==> src/rtl/memory_access_pkg.sv <==
// Shared types for the memory-access stage: access-size constants and helpers
// (common), plus the pipeline bundles and FSM state encoding (temp_storage).
package common;

    localparam logic [1:0] SIZE_B = 2'd0;
    localparam logic [1:0] SIZE_H = 2'd1;
    localparam logic [1:0] SIZE_W = 2'd2;
    localparam logic [1:0] SIZE_D = 2'd3;

    // Low address bits that must be zero for a naturally aligned access.
    function automatic logic [2:0] align_mask(input logic [1:0] size);
        case (size)
            SIZE_B:  return 3'b000;
            SIZE_H:  return 3'b001;
            SIZE_W:  return 3'b011;
            default: return 3'b111;
        endcase
    endfunction

    function automatic logic [7:0] size_strobe(input logic [1:0] size);
        case (size)
            SIZE_B:  return 8'h01;
            SIZE_H:  return 8'h03;
            SIZE_W:  return 8'h0F;
            default: return 8'hFF;
        endcase
    endfunction

endpackage

package temp_storage;

    typedef enum logic {
        IDLE,
        WAIT
    } mem_state_t;

    typedef struct packed {
        logic        valid;
        logic [63:0] alu_result;
        logic [63:0] reg2_value;
        logic [2:0]  funct3;
        logic        mem_read;
        logic        mem_write;
        logic        reg_write;
        logic [4:0]  reg_dest_addr;
    } ex_mem_t;

    typedef struct packed {
        logic        valid;
        logic [63:0] result;
        logic        reg_write;
        logic [4:0]  reg_dest_addr;
        logic        misalign;
    } mem_wb_t;

endpackage

==> src/rtl/memory_access_if.sv <==
// Data-bus request/response interface between the memory-access stage
// (master) and the data memory (slave).
interface memory_access_if #(
    parameter int ADDR_W = 64
);
    logic              dreq_valid;
    logic [ADDR_W-1:0] dreq_addr;
    logic              dreq_write;
    logic [7:0]        dreq_strobe;
    logic [63:0]       dreq_data;
    logic              dresp_data_ok;
    logic [63:0]       dresp_data;

    modport master (
        output dreq_valid, dreq_addr, dreq_write, dreq_strobe, dreq_data,
        input  dresp_data_ok, dresp_data
    );

    modport slave (
        input  dreq_valid, dreq_addr, dreq_write, dreq_strobe, dreq_data,
        output dresp_data_ok, dresp_data
    );
endinterface

==> src/rtl/memory_access_align.sv <==
// Combinational lane alignment: store strobe/data shifting and load
// extraction with sign or zero extension.
module load_store_align
    import common::*;
(
    input  logic [1:0]  st_size,
    input  logic [2:0]  st_off,
    input  logic [63:0] st_data,
    output logic [7:0]  st_strobe,
    output logic [63:0] st_wdata,
    input  logic [2:0]  ld_funct3,
    input  logic [2:0]  ld_off,
    input  logic [63:0] ld_raw,
    output logic [63:0] ld_result
);
    logic [63:0] shifted;
    logic        sign_en;

    // NOTE: every output and temporary is assigned on every path through
    // this block, so no latch can be inferred.
    always_comb begin
        st_strobe = size_strobe(st_size) << st_off;
        st_wdata  = st_data << {st_off, 3'b000};
        shifted   = ld_raw >> {ld_off, 3'b000};
        sign_en   = ~ld_funct3[2];
        case (ld_funct3[1:0])
            SIZE_B:  ld_result = {{56{sign_en & shifted[7]}},  shifted[7:0]};
            SIZE_H:  ld_result = {{48{sign_en & shifted[15]}}, shifted[15:0]};
            SIZE_W:  ld_result = {{32{sign_en & shifted[31]}}, shifted[31:0]};
            default: ld_result = shifted;
        endcase
    end

endmodule

==> src/rtl/memory_access.sv <==
// RV64 memory-access pipeline stage: issues loads/stores on the data bus and
// registers the writeback bundle. Macro MEM_MISALIGN_TRAP_EN enables the
// misaligned-access trap; otherwise addresses are force-aligned.
module memory_access
    import common::*;
    import temp_storage::*;
#(
    parameter int ADDR_W = 64,
    parameter int DATA_W = 64
) (
    input  logic                   clock,
    input  logic                   reset,
    input  ex_mem_t                ex_mem_state,
    input  logic                   flush,
    output logic                   mem_ready,
    memory_access_if.master        dbus,
    output mem_wb_t                mem_wb_state
);

`ifdef MEM_MISALIGN_TRAP_EN
    localparam bit TRAP_EN = 1'b1;
`else
    localparam bit TRAP_EN = 1'b0;
`endif

    mem_state_t        state_q, state_d;
    logic              killed_q, killed_d;
    logic [ADDR_W-1:0] addr_q, addr_d;
    logic              write_q, write_d;
    logic [7:0]        strobe_q, strobe_d;
    logic [63:0]       wdata_q, wdata_d;
    logic [2:0]        funct3_q, funct3_d;
    logic [4:0]        rd_q, rd_d;
    logic              reg_write_q, reg_write_d;
    logic [63:0]       result_q, result_d;
    mem_wb_t           mem_wb_q, mem_wb_d;

    logic [2:0]        in_off, in_mask, in_aligned_off;
    logic              in_misalign;
    logic [ADDR_W-1:0] issue_addr;
    logic [7:0]        st_strobe;
    logic [63:0]       st_wdata;
    logic [DATA_W-1:0] load_raw;
    logic [63:0]       ld_result;

    assign in_off         = ex_mem_state.alu_result[2:0];
    assign in_mask        = align_mask(ex_mem_state.funct3[1:0]);
    assign in_misalign    = |(in_off & in_mask);
    assign in_aligned_off = in_off & ~in_mask;
    assign issue_addr     = {ex_mem_state.alu_result[ADDR_W-1:3], in_aligned_off};
    assign load_raw       = dbus.dresp_data;

    load_store_align u_align (
        .st_size   (ex_mem_state.funct3[1:0]),
        .st_off    (in_aligned_off),
        .st_data   (ex_mem_state.reg2_value),
        .st_strobe (st_strobe),
        .st_wdata  (st_wdata),
        .ld_funct3 (funct3_q),
        .ld_off    (addr_q[2:0]),
        .ld_raw    (load_raw),
        .ld_result (ld_result)
    );

    always_comb begin
        state_d     = state_q;
        killed_d    = killed_q;
        addr_d      = addr_q;
        write_d     = write_q;
        strobe_d    = strobe_q;
        wdata_d     = wdata_q;
        funct3_d    = funct3_q;
        rd_d        = rd_q;
        reg_write_d = reg_write_q;
        result_d    = result_q;
        mem_wb_d    = '0;
        mem_ready   = (state_q == IDLE);

        case (state_q)
            IDLE: begin
                if (ex_mem_state.valid && !flush) begin
                    if (!(ex_mem_state.mem_read || ex_mem_state.mem_write)) begin
                        mem_wb_d.valid         = 1'b1;
                        mem_wb_d.result        = ex_mem_state.alu_result;
                        mem_wb_d.reg_write     = ex_mem_state.reg_write;
                        mem_wb_d.reg_dest_addr = ex_mem_state.reg_dest_addr;
                    end else if (TRAP_EN && in_misalign) begin
                        mem_wb_d.valid         = 1'b1;
                        mem_wb_d.result        = ex_mem_state.alu_result;
                        mem_wb_d.reg_dest_addr = ex_mem_state.reg_dest_addr;
                        mem_wb_d.misalign      = 1'b1;
                    end else begin
                        state_d     = WAIT;
                        killed_d    = 1'b0;
                        addr_d      = issue_addr;
                        write_d     = ex_mem_state.mem_write;
                        strobe_d    = ex_mem_state.mem_write ? st_strobe : 8'h00;
                        wdata_d     = ex_mem_state.mem_write ? st_wdata : 64'h0;
                        funct3_d    = ex_mem_state.funct3;
                        rd_d        = ex_mem_state.reg_dest_addr;
                        reg_write_d = ex_mem_state.reg_write & ~ex_mem_state.mem_write;
                        result_d    = ex_mem_state.alu_result;
                    end
                end
            end
            WAIT: begin
                // A flush cannot abort the bus transaction; it only suppresses writeback.
                killed_d = killed_q | flush;
                if (dbus.dresp_data_ok) begin
                    state_d = IDLE;
                    if (!killed_q && !flush) begin
                        mem_wb_d.valid         = 1'b1;
                        mem_wb_d.result        = write_q ? result_q : ld_result;
                        mem_wb_d.reg_write     = reg_write_q;
                        mem_wb_d.reg_dest_addr = rd_q;
                    end
                end
            end
            default: state_d = IDLE;
        endcase
    end

    // NOTE: state is updated with non-blocking assignments so every flop
    // samples the pre-edge value of its neighbours.
    always_ff @(posedge clock or posedge reset) begin
        if (reset) begin
            state_q     <= IDLE;
            killed_q    <= 1'b0;
            addr_q      <= '0;
            write_q     <= 1'b0;
            strobe_q    <= 8'h00;
            wdata_q     <= 64'h0;
            funct3_q    <= 3'b000;
            rd_q        <= 5'd0;
            reg_write_q <= 1'b0;
            result_q    <= 64'h0;
            mem_wb_q    <= '0;
        end else begin
            state_q     <= state_d;
            killed_q    <= killed_d;
            addr_q      <= addr_d;
            write_q     <= write_d;
            strobe_q    <= strobe_d;
            wdata_q     <= wdata_d;
            funct3_q    <= funct3_d;
            rd_q        <= rd_d;
            reg_write_q <= reg_write_d;
            result_q    <= result_d;
            mem_wb_q    <= mem_wb_d;
        end
    end

    // dreq_valid decodes the state flop directly so an asynchronous reset drops it at once.
    assign dbus.dreq_valid  = (state_q == WAIT);
    assign dbus.dreq_addr   = addr_q;
    assign dbus.dreq_write  = write_q;
    assign dbus.dreq_strobe = strobe_q;
    assign dbus.dreq_data   = wdata_q;
    assign mem_wb_state     = mem_wb_q;

endmodule

==> src/flat_wrapper.sv <==
// flat-port wrapper written by rule: the top's interface ports become plain ports
module memory_access_flat import common::*; import temp_storage::*;
#(
    parameter int ADDR_W = 64,
    parameter int DATA_W = 64
)
  (clock, reset, ex_mem_state, flush, mem_ready, mem_wb_state, dbus_dreq_valid, dbus_dreq_addr, dbus_dreq_write, dbus_dreq_strobe, dbus_dreq_data, dbus_dresp_data_ok, dbus_dresp_data);
  memory_access_if #(.ADDR_W(ADDR_W)) dbus_i ();
  input  logic clock;
  input  logic reset;
  input  ex_mem_t ex_mem_state;
  input  logic flush;
  output logic mem_ready;
  output mem_wb_t mem_wb_state;
  output wire logic [$bits(dbus_i.dreq_valid)-1:0] dbus_dreq_valid;
  output wire logic [$bits(dbus_i.dreq_addr)-1:0] dbus_dreq_addr;
  output wire logic [$bits(dbus_i.dreq_write)-1:0] dbus_dreq_write;
  output wire logic [$bits(dbus_i.dreq_strobe)-1:0] dbus_dreq_strobe;
  output wire logic [$bits(dbus_i.dreq_data)-1:0] dbus_dreq_data;
  input wire logic [$bits(dbus_i.dresp_data_ok)-1:0] dbus_dresp_data_ok;
  input wire logic [$bits(dbus_i.dresp_data)-1:0] dbus_dresp_data;
  assign dbus_dreq_valid = dbus_i.dreq_valid;
  assign dbus_dreq_addr = dbus_i.dreq_addr;
  assign dbus_dreq_write = dbus_i.dreq_write;
  assign dbus_dreq_strobe = dbus_i.dreq_strobe;
  assign dbus_dreq_data = dbus_i.dreq_data;
  assign dbus_i.dresp_data_ok = dbus_dresp_data_ok;
  assign dbus_i.dresp_data = dbus_dresp_data;
  memory_access #(.ADDR_W(ADDR_W), .DATA_W(DATA_W)) u_core (.clock(clock), .reset(reset), .ex_mem_state(ex_mem_state), .flush(flush), .mem_ready(mem_ready), .dbus(dbus_i), .mem_wb_state(mem_wb_state));
endmodule
==> config.mk <==
export PLATFORM = sky130hd
export DESIGN_NAME = memory_access_flat
export DESIGN_NICKNAME = d
export VERILOG_FILES = /design/src/rtl/memory_access_pkg.sv /design/src/rtl/memory_access_if.sv /design/src/rtl/memory_access_align.sv /design/src/rtl/memory_access.sv /design/src/flat_wrapper.sv
export SDC_FILE = /design/constraint.sdc
export NUM_CORES = 1
export LEC_CHECK = 0
export ABC_AREA = 1
export CAP_MARGIN = 20
export CORE_MARGIN = 2
export CORE_UTILIZATION = 30
export CTS_BUF_LIST = sky130_fd_sc_hd__clkbuf_4
export DETAILED_ROUTE_END_ITERATION = 16
export GPL_TIMING_DRIVEN = 0
export SYNTH_ARGS = -nofsm -noshare
export SYNTH_HDL_FRONTEND = slang
export SYNTH_SLANG_ARGS = --single-unit
==> constraint.sdc <==
create_clock -name clock -period 6.7 [get_ports clock]
set_clock_uncertainty 0.2 [all_clocks]
set_input_delay 1.005 -clock clock [delete_from_list [all_inputs] [get_ports clock]]
set_output_delay 1.005 -clock clock [all_outputs]
set_load 0.1 [all_outputs]
==> results.md, run 1 <==
| Stage | Quantity | This run |
| --- | --- | --- |
| setup path | Critical-path cell with the highest stage delay | clkdlybuf4s50_1 |
| drt | Antenna-violating nets left | 0 |
| synthesis | Chip area from the yosys synthesis statistics | 12,900 sq um |
| die | Share of the core filled by cells before placement | 30.2% |
| final layout | Area used by multi-input combinational logic | 5960 sq um |
| power and ir drop | Share of power burned in the clock network | 20.7% |
| synthesis | Top cells by count | nand2_1 (704), o21ai_0 (248), dfrtp_1 (222) |
| sta | Setup repair after global routing missed its margin | false |
| setup path | Cells traversed along the worst timing path | clkdlybuf4s50_1 |
| placed design | Cell total after placement | 2,823 |
| worst hold path | Worst hold-check path type | reg2reg |
| synthesis | Library cell occupying the most area in the post-synthesis netlist | dfrtp_1 |
| placed design | Half-perimeter wire length after placement | 51.7 mm |
| synthesis | Avg Synthesized Cell Area | 6.97 sq um |
| drt | Total number of vias | 14,912 |
| drt | Residual DRC count | 0 |
| grt | Congestion Overflow GR | 0 |
| die | Placement Rows | 76 |
| sta | Achievable Freq | 276 MHz |
| setup path | End point of the critical path | dbus_dreq_addr[2] |
| grt | Via count of the first global-routing pass | 15,019 |
| final layout | Filler Cells Inserted | 4,419 |
| synthesis | Async S/R FF share, synth | 100% |
| power and ir drop | Total internal power | 2.99 mW |
| power and ir drop | Comb group | 3.12 mW |
| setup path | Setup crit end kind | output pin |
| drt | Length of the first detailed-routing pass in iterations | 5 |
| die | Number of placed I/O pins | 419 |
| power and ir drop | Power density over the cells | 323 nW/um^2 |
| synthesis | Most repeated cell in the gate-level netlist after synthesis | nand2_1 |
| synthesis | Synth cell types | 35 |
| setup path | Worst reg2reg endpoint | u_core.mem_wb_state[48] |
| die | Floorplan core area | 42,800 sq um |
| setup path | Maximum net fanout on the critical path | 4 |
| drt | Violation count after the first detailed-route iteration | 1,270 |
| sta | Final count of pins violating max slew | 0 |
| power and ir drop | Power of the clock network | 1.25 mW |
| setup path | Buffering stage count on the worst path with inverters included | 1 |
| synthesis | Number of enable flip-flop cells | 0 |
| sta | Relative slew slack | 26.8% |
| synthesis | Post-Synthesis Cell Area | 12,900 sq um |
| drt | WL per Instance | 22.0 um |
| sta | Final Cycle Share | 54.0% |
| synthesis | Total of warnings raised by yosys | 0 |
| synthesis | Yosys Instances | 1,855 |
| drt | Number of vias per cell after detailed routing | 5.08 |
| clock network | Depth of the CTS H-tree | 3 |
| setup path | Required time of the worst setup path | 5490 ps |
| setup path | Nature of the critical path startpoint | register |
| clock network | Clk sinks | 222 |
| setup path | Startpoint of the most critical register-to-register path | u_core.dbus.dreq_addr[1] |
| synthesis | Cell area leaders | dfrtp_1 (43%), nand2_1 (20%), o21ai_0 (9.6%) |
| die | Chip height | 212 um |
| clock network | Post-cts gate resize count | 0 |
| worst hold path | Worst Hold Depth | 2 |
| synthesis | Floorplan net count | 2,063 |
| setup path | Largest delay share family, worst path | buffers and inverters |
| final layout | Final layout net count | 2,554 |
| power and ir drop | Seq. pwr | 1.66 mW |
| setup path | Cells on worst reg2reg path | 8 |
| outcome | Run status | complete, no violations |
| power and ir drop | Combinational fraction of design power | 51.7% |
| synthesis | Post-synth top area share | 43.0% |
| power and ir drop | Switch share | 50.5% |
| worst hold path | Min-Delay Endpoint | u_core.dbus.dreq_data[40] |
| clock network | Number of buffers on the longest clock path | 3 |
| run | Tool warnings | 26 |
| die | Overall die area | 44,800 sq um |
==> run 1: metrics by stage <==
stage	instance area (sq um)	setup WS (ps)	total power [mW]	utilization (%)	hold WS (ps)
detailed placement	17900	2950	4.78	41.8	266
floorplan	12900	2600	3.81	-	253
global placement	17800	690	4.77	41.6	267
CTS	18700	3010	6.06	43.6	287
global route	18700	3010	6.32	43.6	304
finish	18700	3080	6.03	43.6	281
==> run 1: cell usage in the layout, fill, tap and decap left out, drive strengths merged, types with 3 or more instances in the layout <==
master         netlist  layout
a211oi               4       4
o31ai                5       5
clkbuf              66     162
or2                 16      16
nand2              709     709
inv                 98      98
clkdlybuf4s50        0     417
nor2               107     107
buf                122     127
o22ai               11      11
a21oi               57      57
o2111ai              8       8
clkinv               2      13
o21a                 3       3
dfrtp              222     222
o21ai              297     297
diode                0       4
nand4                8       8
o211ai              24      24
nand3               90      90
==> run 1: area by class of cell <==
cell class,instances,share of cell area [%]
multi-input cells,1345,31.9
flip-flops and latches,222,29.8
repair buffers,422,22.9
plain buffers,188,5.57
clock buffers,96,3.86
well taps,546,3.66
inverters,100,2.03
clock inverters,12,0.248
diodes,4,0.0536
==> run 1: routing by layer <==
layer,global-route usage (%),up-vias,wire [um]
met2,48.8,704,31100
met5,0,-,49
met1,34.0,7101,25800
met4,12.2,8,2600
met3,7.17,147,5080
li1,-,6952,-
==> run 1: cell families (layout without fill, tap and decap cells) <==
family | after synthesis | count (layout) | share of synthesized area (%)
AND-OR/OR-AND | 412 | 412 | 17.1
buffers and inverters | 288 | 818 | 10.9
other | 1 | 5 | 0.0290
multiplexers | 1 | 1 | 0.0774
flip-flops | 222 | 222 | 43.0
AND/OR/NAND/NOR | 931 | 931 | 28.8
### Floorplan with the power grid, run 1

Pins as bars on the die edge. Tap cells in grey.
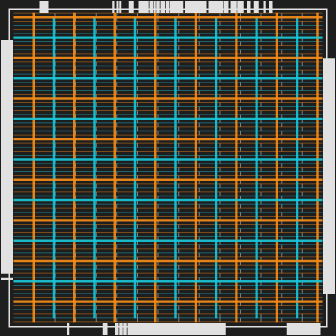
Key: orange = VSS; cyan = VDD
15 straps on met4. 15 straps on met5. The core has 76 rows. 419 signal pins sit on the boundary.

### Placement by cell class, run 1

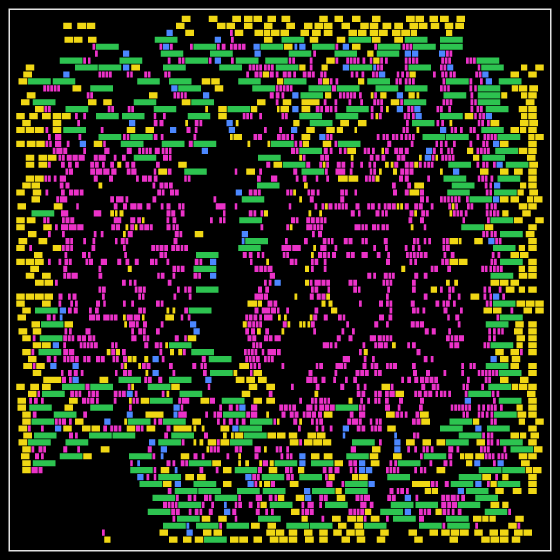
Key: green = flops [cells 222, share of their area 31%]; yellow = other buffers and delay cells [cells 610, share of their area 30%]; magenta = all other logic [cells 1,445, share of their area 35%]; blue = clock drivers and dummy loads [cells 108, share of their area 4.3%]

### Clock wires, drivers and flops, run 1

Bar = 50 um.
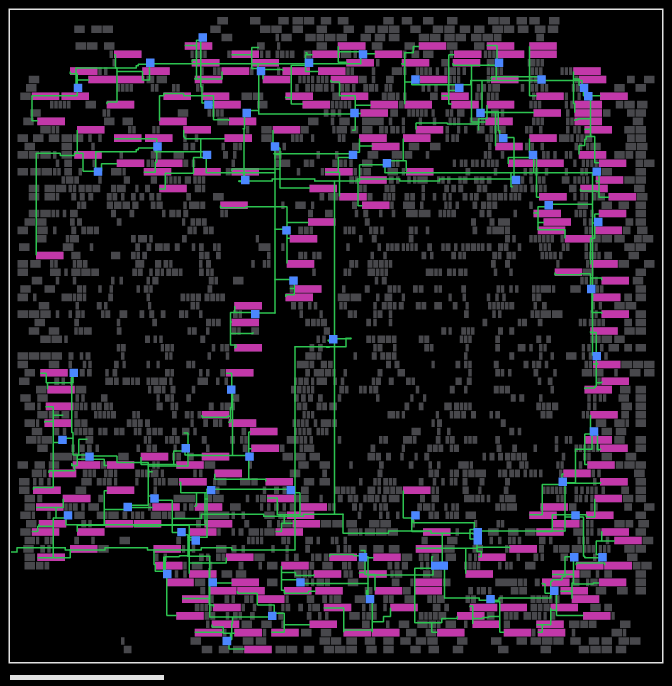
Key: green = clock wires [length 3,820 um]; magenta = flip-flops [count 222]; blue = cells driving clock nets [count 67]
Position of the flops: all over the die. There are 68 routed clock nets.

==> inputs of run 2 (changes only) <==
==> constraint.sdc (replaced) <==
create_clock -name clock -period 3.5 [get_ports clock]
set_clock_uncertainty 0.2 [all_clocks]
set_input_delay 0.525 -clock clock [delete_from_list [all_inputs] [get_ports clock]]
set_output_delay 0.525 -clock clock [all_outputs]
set_load 0.1 [all_outputs]
### Routed metal, one colour a layer, run 2

Bar = 50 um.
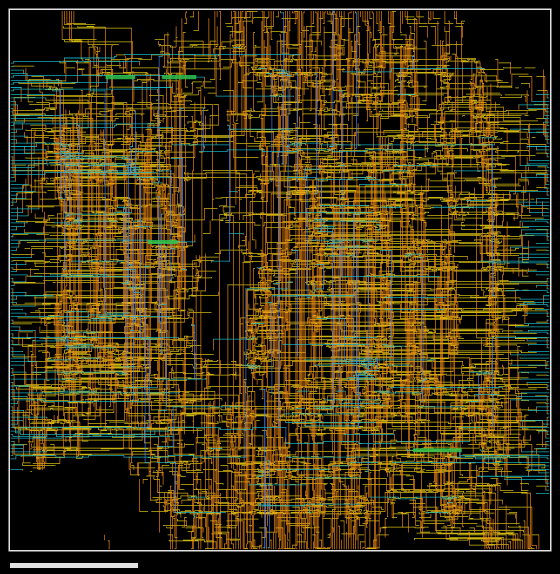
Key: cyan = met3 [wire length 5,080 um]; orange = met2 [wire length 31.1 mm]; blue = met4 [wire length 2,600 um]; green = met5 [wire length 49.7 um]; yellow = met1 [wire length 25.8 mm]

### Routing congestion, run 2

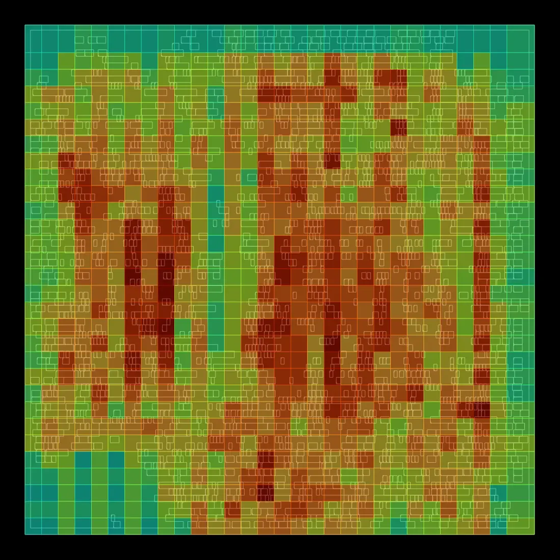
gr usage total: 28.5%
global routing met1 resource utilization: 34.0%
met3 usage in global routing: 7.17%

### Floorplan with the power grid, run 2

Pins as bars on the die edge. Tap cells in grey.
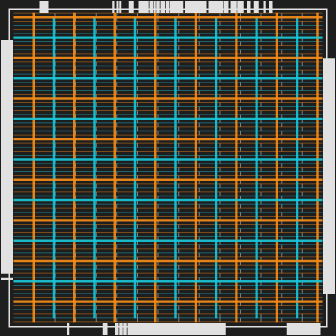
Key: cyan = VDD; orange = VSS
15 straps on met5. 15 straps on met4.

==> run 2 against run 1 <==
Net effect:
- wire length unchanged
- die area unchanged
- flip-flop count unchanged
- critical path type unchanged
- largest power group unchanged
- highest routed layer unchanged
==> results.md, run 2 <==
| Stage | Quantity | This run |
| --- | --- | --- |
| worst hold path | Worst hold-check path type | in2async |
| sta | Achievable Freq | 319 MHz |
| clock network | Post-cts gate resize count | 0 |
| synthesis | Post-synth top area share | 43.0% |
| grt | Maximum number of pins on one net before global-route repair | 42 |
| drt | WL per Instance | 22.0 um |
| final layout | Commonest cells after routing, fill and taps aside | nand2_1 (704), clkdlybuf4s50_1 (417), o21ai_0 (248), dfrtp_1 (222), nor2_1 (102) |
| grt | Congestion Overflow GR | 0 |
| sta | Final count of pins violating max slew | 0 |
| die | Placement Rows | 76 |
| clock network | Buffer count from post-CTS setup fixing | 0 |
| synthesis | Total of warnings raised by yosys | 0 |
| synthesis | Post-Synthesis Cell Area | 12,900 sq um |
| power and ir drop | Switch share | 50.5% |
| run | Tool warnings | 27 |
| sta | Hold Fails Final Rpt | 0 |
| clock network | Number of buffers on the longest clock path | 3 |
| power and ir drop | Total internal power | 5.72 mW |
| synthesis | Synth cell types | 35 |
| setup path | Cells traversed along the worst timing path | clkdlybuf4s50_1 |
| drt | Violation count after the first detailed-route iteration | 1,270 |
| power and ir drop | Combinational fraction of design power | 51.7% |
| drt | Residual DRC count | 0 |
| synthesis | Yosys Instances | 1,855 |
| clock network | Clock Tree Root | clkbuf_4 |
| setup path | Critical path class | reg2out |
| die | Floorplan core area | 42,800 sq um |
| setup path | Worst path max stage delay | 1200 ps |
| power and ir drop | Comb group | 5.96 mW |
| drt | Length of the first detailed-routing pass in iterations | 5 |
| outcome | Run status | complete, no violations |
| synthesis | Async S/R FF share, synth | 100% |
| placed design | Cell total after placement | 2,823 |
| setup path | Critical-path cell with the highest stage delay | clkdlybuf4s50_1 |
| die | Chip height | 212 um |
| synthesis | Number of enable flip-flop cells | 0 |
| placed design | Half-perimeter wire length after placement | 51.7 mm |
| die | Overall die area | 44,800 sq um |
| setup path | Nature of the critical path startpoint | register |
| synthesis | Floorplan net count | 2,063 |
| drt | Total number of vias | 14,912 |
| die | Share of the core filled by cells before placement | 30.2% |
| setup path | Maximum net fanout on the critical path | 4 |
| clock network | Depth of the CTS H-tree | 3 |
| final layout | Filler Cells Inserted | 4,419 |
| sta | Final Cycle Share | 89.7% |
| grt | Met2 GRT Util | 48.8% |
| power and ir drop | Power density over the cells | 618 nW/um^2 |
| drt | Antenna-violating nets left | 0 |
| setup path | Largest delay share family, worst path | buffers and inverters |
| power and ir drop | Seq. pwr | 3.18 mW |
| synthesis | Avg Synthesized Cell Area | 6.97 sq um |
| final layout | Final layout net count | 2,554 |
| sta | Hold Slack | 76.0 ps |
| synthesis | Most repeated cell in the gate-level netlist after synthesis | nand2_1 |
| sta | Setup repair after global routing missed its margin | false |
| synthesis | Library cell occupying the most area in the post-synthesis netlist | dfrtp_1 |
| setup path | Required time of the worst setup path | 2770 ps |
| final layout | Post-layout utilization of the core | 43.6% |
| grt | Via count of the first global-routing pass | 15,019 |
| power and ir drop | Power of the clock network | 2.39 mW |
| die | Number of placed I/O pins | 419 |
| final layout | Area growth, synth to finish | 44.4% |
| grt | Top Usage Layer GRT | met2 |
| synthesis | Chip area from the yosys synthesis statistics | 12,900 sq um |
| setup path | Buffering stage count on the worst path with inverters included | 1 |
| setup path | Crit path DAT | 2410 ps |
| sta | Relative slew slack | 26.8% |
| setup path | Setup crit end kind | output pin |
| final layout | Most used logic cell in the final layout | nand2_1 |
| clock network | Clk sinks | 222 |
| power and ir drop | Share of power burned in the clock network | 20.7% |
| synthesis | Cell area leaders | dfrtp_1 (43%), nand2_1 (20%), o21ai_0 (9.6%) |
| drt | Number of vias per cell after detailed routing | 5.08 |
| synthesis | Top cells by count | nand2_1 (704), o21ai_0 (248), dfrtp_1 (222) |
run 2: per-stage QoR:
stage | total power [mW] | TNS, ps | setup WS (ps) | cell area, sq um
CTS | 11.6 | 0 | 290 | 18700
global route | 12.1 | 0 | 286 | 18700
detailed placement | 9.15 | 0 | 232 | 17900
global placement | 9.14 | -441800 | -2030 | 17800
floorplan | 7.30 | -26870 | -121 | 12900
finish | 11.5 | 0 | 361 | 18700
run 2: cell families after synthesis:
logic type             count (synthesis)  synth area share, %
muxes                                  1               0.0774
buffers and inverters                288                 10.9
DFF                                  222                 43.0
and+or+nand+nor                      931                 28.8
AOI/OAI and AO/OA                    412                 17.1
other                                  1               0.0290
run 2: cell type report:
cell class                 count  area (sq um)  share of cell area [%]
antenna                        4          10.0                  0.0536
buffer                       188          1040                    5.57
clock buffer                  96           721                    3.86
clock inverter                12          46.3                   0.248
inverter                     100           379                    2.03
multi-input combinational   1345          5960                    31.9
sequential                   222          5560                    29.8
tap                          546           683                    3.66
timing repair buffer         422          4270                    22.9
run 2: per-layer routing:
layer	up-vias	share of wire [%]	wire, um
met5	-	0.076	49
met4	8	4.0	2600
met3	147	7.9	5080
met2	704	48	31100
met1	7101	40	25800
li1	6952	-	-
run 2: final timing paths:
kind	from	to	slack (ps)	cells past startpoint
setup / recovery	u_core.dbus.dreq_addr[2]	dbus_dreq_addr[2]	360	1
hold / removal	reset	u_core.dbus.dreq_data[3]	80	2
setup reg to reg	u_core.dbus.dreq_addr[1]	u_core.mem_wb_state[48]	860	8
hold reg to reg	u_core.dbus.dreq_data[40]	u_core.dbus.dreq_data[40]	280	2
max in group asynchronous	reset	u_core.result_q[58]	2000	4
min in group clock	ex_mem_state[1]	u_core.rd_q[1]	190	3
### Placement by cell class, run 2

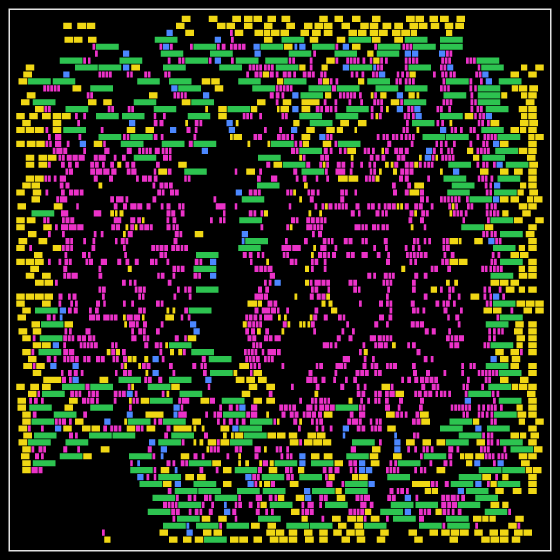

==> inputs of run 3 (changes only) <==
--- a/config.mk
+++ b/config.mk
@@ -6,7 +6,7 @@
 export NUM_CORES = 1
 export LEC_CHECK = 0
 export ABC_AREA = 1
-export CAP_MARGIN = 20
+export CAP_MARGIN = 25
 export CORE_MARGIN = 2
 export CORE_UTILIZATION = 30
 export CTS_BUF_LIST = sky130_fd_sc_hd__clkbuf_4
### Placement by cell class, run 3

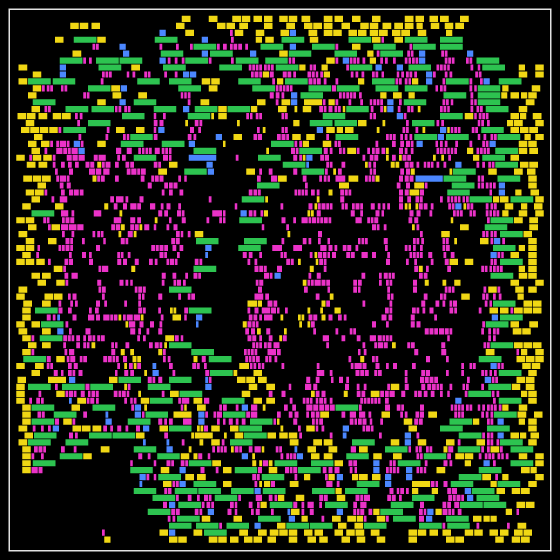
Key: green = flops [cells 222, share of their area 31%]; magenta = all other logic [cells 1,445, share of their area 35%]; blue = clock drivers and dummy loads [cells 115, share of their area 4.8%]; yellow = other buffers and delay cells [cells 610, share of their area 29%]

### Routed metal, one colour a layer, run 3

Bar = 50 um.
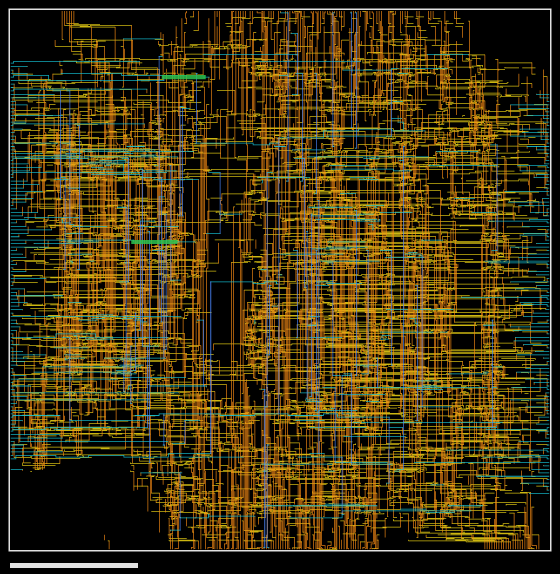
Key: blue = met4 [wire length 2,920 um]; yellow = met1 [wire length 26.0 mm]; orange = met2 [wire length 30.8 mm]; green = met5 [wire length 32.2 um]; cyan = met3 [wire length 4,900 um]

### Clock wires, drivers and flops, run 3

Bar = 50 um.
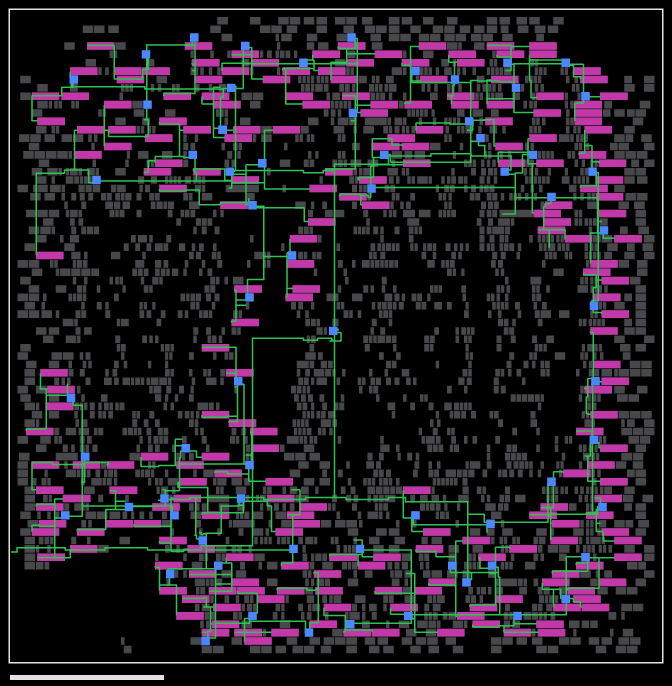
Key: green = clock wires [length 3,960 um]; magenta = flip-flops [count 222]; blue = cells driving clock nets [count 66]
There are 67 routed clock nets. Position of the flops: all over the die.

==> run 3 against run 2 <==
Net effect:
- area after synthesis unchanged
- core utilization up 0.23 points
- final area up 0.52%
- clock power up about 10%
- wire length about the same
- fmax down 1.2%
==> results.md, run 3 <==
| Stage | Quantity | This run |
| --- | --- | --- |
| grt | Via count of the first global-routing pass | 14,946 |
| power and ir drop | Design Power | 11.8 mW |
| sta | Hold Fails Final Rpt | 0 |
| worst hold path | Worst hold-check path type | in2async |
| final layout | Final layout net count | 2,553 |
| setup path | Crit path DAT | 2450 ps |
| setup path | Critical path class | reg2out |
| setup path | Setup crit end kind | output pin |
| setup path | Nature of the critical path startpoint | register |
| power and ir drop | Worst vdd ir | 0.000350 V |
| final layout | Most used logic cell in the final layout | nand2_1 |
| final layout | FF/Latch Area | 5560 sq um |
| drt | Number of vias per cell after detailed routing | 5.06 |
| drt | Length of the first detailed-routing pass in iterations | 5 |
| power and ir drop | Portion of total power attributed to sequential cells | 27.0% |
| sta | Final Cycle Share | 90.7% |
| setup path | Buffering stage count on the worst path with inverters included | 1 |
| power and ir drop | Comb group | 5.96 mW |
| synthesis | Synthesized instance count | 1,855 |
| drt | Total number of vias | 14,904 |
| drt | Violation count after the first detailed-route iteration | 1,097 |
| setup path | Required time of the worst setup path | 2770 ps |
| drt | Residual DRC count | 0 |
| die | Floorplan core area | 42,800 sq um |
| die | Number of placed I/O pins | 419 |
| clock network | Worst-Skew Late Latency | 760 ps |
| clock network | Clk sinks | 222 |
| placed design | Half-perimeter wire length after placement | 51.6 mm |
| synthesis | Top cells by count | nand2_1 (704), o21ai_0 (248), dfrtp_1 (222) |
| synthesis | Post-synth top area share | 43.0% |
| power and ir drop | Switch share | 49.9% |
| sta | Final count of pins violating max slew | 0 |
| drt | WL per Instance | 22.0 um |
| synthesis | Yosys Instances | 1,855 |
| synthesis | Avg Synthesized Cell Area | 6.97 sq um |
| final layout | Filler Cells Inserted | 4,488 |
| setup path | Cells traversed along the worst timing path | clkdlybuf4s50_1 |
| sta | Relative slew slack | 27.0% |
| clock network | Number of buffers on the longest clock path | 3 |
| setup path | Maximum net fanout on the critical path | 4 |
| synthesis | Chip area from the yosys synthesis statistics | 12,900 sq um |
| clock network | Clock Tree Root | clkbuf_4 |
| die | Share of the core filled by cells before placement | 30.2% |
| synthesis | Async S/R FF share, synth | 100% |
| setup path | Largest delay share family, worst path | buffers and inverters |
| grt | Initial antenna violation count | 7 |
| synthesis | Number of enable flip-flop cells | 0 |
| setup path | Critical-path cell with the highest stage delay | clkdlybuf4s50_1 |
| power and ir drop | Static Leak | 9.01 nW |
| power and ir drop | Highest-power group | combinational logic |
| clock network | Depth of the CTS H-tree | 3 |
| final layout | Commonest cells after routing, fill and taps aside | nand2_1 (704), clkdlybuf4s50_1 (417), o21ai_0 (248), dfrtp_1 (222), nor2_1 (102) |
| run | Tool warnings | 27 |
| die | Overall die area | 44,800 sq um |
| power and ir drop | Power density over the cells | 628 nW/um^2 |
| grt | Maximum number of pins on one net before global-route repair | 42 |
| clock network | Post-CTS Hold Fix Bufs | 0 |
| power and ir drop | Share of power burned in the clock network | 22.4% |
| sta | Achievable Freq | 315 MHz |
| clock network | Post-cts gate resize count | 0 |
| power and ir drop | Power of the clock network | 2.64 mW |
| synthesis | Most repeated cell in the gate-level netlist after synthesis | nand2_1 |
| synthesis | Predominant post-synthesis flop cell | dfrtp_1 |
| power and ir drop | Seq. pwr | 3.18 mW |
| outcome | Run status | complete, no violations |
| drt | Routed WL | 64.7 mm |
| die | Chip height | 212 um |
| final layout | Area used by multi-input combinational logic | 5960 sq um |
| die | Placement Rows | 76 |
| placed design | Cell total after placement | 2,823 |
| power and ir drop | Combinational fraction of design power | 50.6% |
| synthesis | Total of warnings raised by yosys | 0 |
| clock network | TritonCTS clock tree | done |
| setup path | Worst path max stage delay | 1200 ps |
| synthesis | Post-Synthesis Cell Area | 12,900 sq um |
| final layout | Area growth, synth to finish | 45.1% |
| clock network | Buffer count from post-CTS setup fixing | 0 |
| synthesis | Post-synthesis register bit count | 222 |
| synthesis | Synth cell types | 35 |
| synthesis | Library cell occupying the most area in the post-synthesis netlist | dfrtp_1 |
| final layout | Max reg flops | 71 |
| synthesis | Cell area leaders | dfrtp_1 (43%), nand2_1 (20%), o21ai_0 (9.6%) |
| grt | Gr usage total | 28.4% |
| power and ir drop | Total internal power | 5.90 mW |
| power and ir drop | Switching pwr | 5.88 mW |
| sta | Setup repair after global routing missed its margin | false |
| drt | Antenna-violating nets left | 0 |
| synthesis | Floorplan net count | 2,063 |
| grt | Congestion Overflow GR | 0 |
-- run 3: cell counts after synthesis --
No cell type changed its count.
-- run 3: cells by family (layout without fill, tap and decap cells) --
group	count (synthesis)	count (layout)	synth area share, %
mux	1	1	0.0774
other cells	1	7	0.0290
buf+inv	288	825	10.9
flops	222	222	43.0
compound gates	412	412	17.1
simple gates	931	931	28.8
-- run 3: through the flow --
stage	area, sq um	setup TNS (ps)	utilization (%)	setup WS (ps)	hold WS (ps)
floorplan	12900	-26870	-	-121	253
global placement	17800	-441800	41.6	-2030	267
detailed placement	17900	0	41.8	267	271
CTS	18700	0	43.8	245	27.6
global route	18800	0	43.8	230	62.9
finish	18800	0	43.8	325	67.3
-- run 3: final timing paths --
kind,start,to,depth (start not counted),slack [ps]
max in group asynchronous,reset,u_core.result_q[54],4,2040
worst min-delay path,reset,u_core.dbus.dreq_data[3],2,70
worst max register to register,u_core.dbus.dreq_addr[0],u_core.mem_wb_state[48],10,850
worst min register to register,u_core.dbus.dreq_data[40],u_core.dbus.dreq_data[40],2,280
worst max-delay path,u_core.dbus.dreq_addr[2],dbus_dreq_addr[2],1,320
min in group clock,ex_mem_state[102],u_core.mem_wb_state[34],3,140
-- run 3: cell type report --
cell class              instances  area share (%)
diodes                          6          0.0800
plain buffers                 188            5.54
clock buffers                  98            3.92
clock inverters                17           0.654
inverters                     100            2.02
multi-input cells            1345            31.8
flip-flops and latches        222            29.6
well taps                     546            3.64
repair buffers                422            22.8
-- run 3: layer usage --
metal	GRT usage, %	vias to the layer above	share of wire [%]
met3	7.00	145	7.6
met1	33.6	7091	40
met2	48.5	713	48
met4	13.3	4	4.5
li1	-	6951	-
met5	0	-	0.049
Power is estimated from default activity; no workload was simulated.
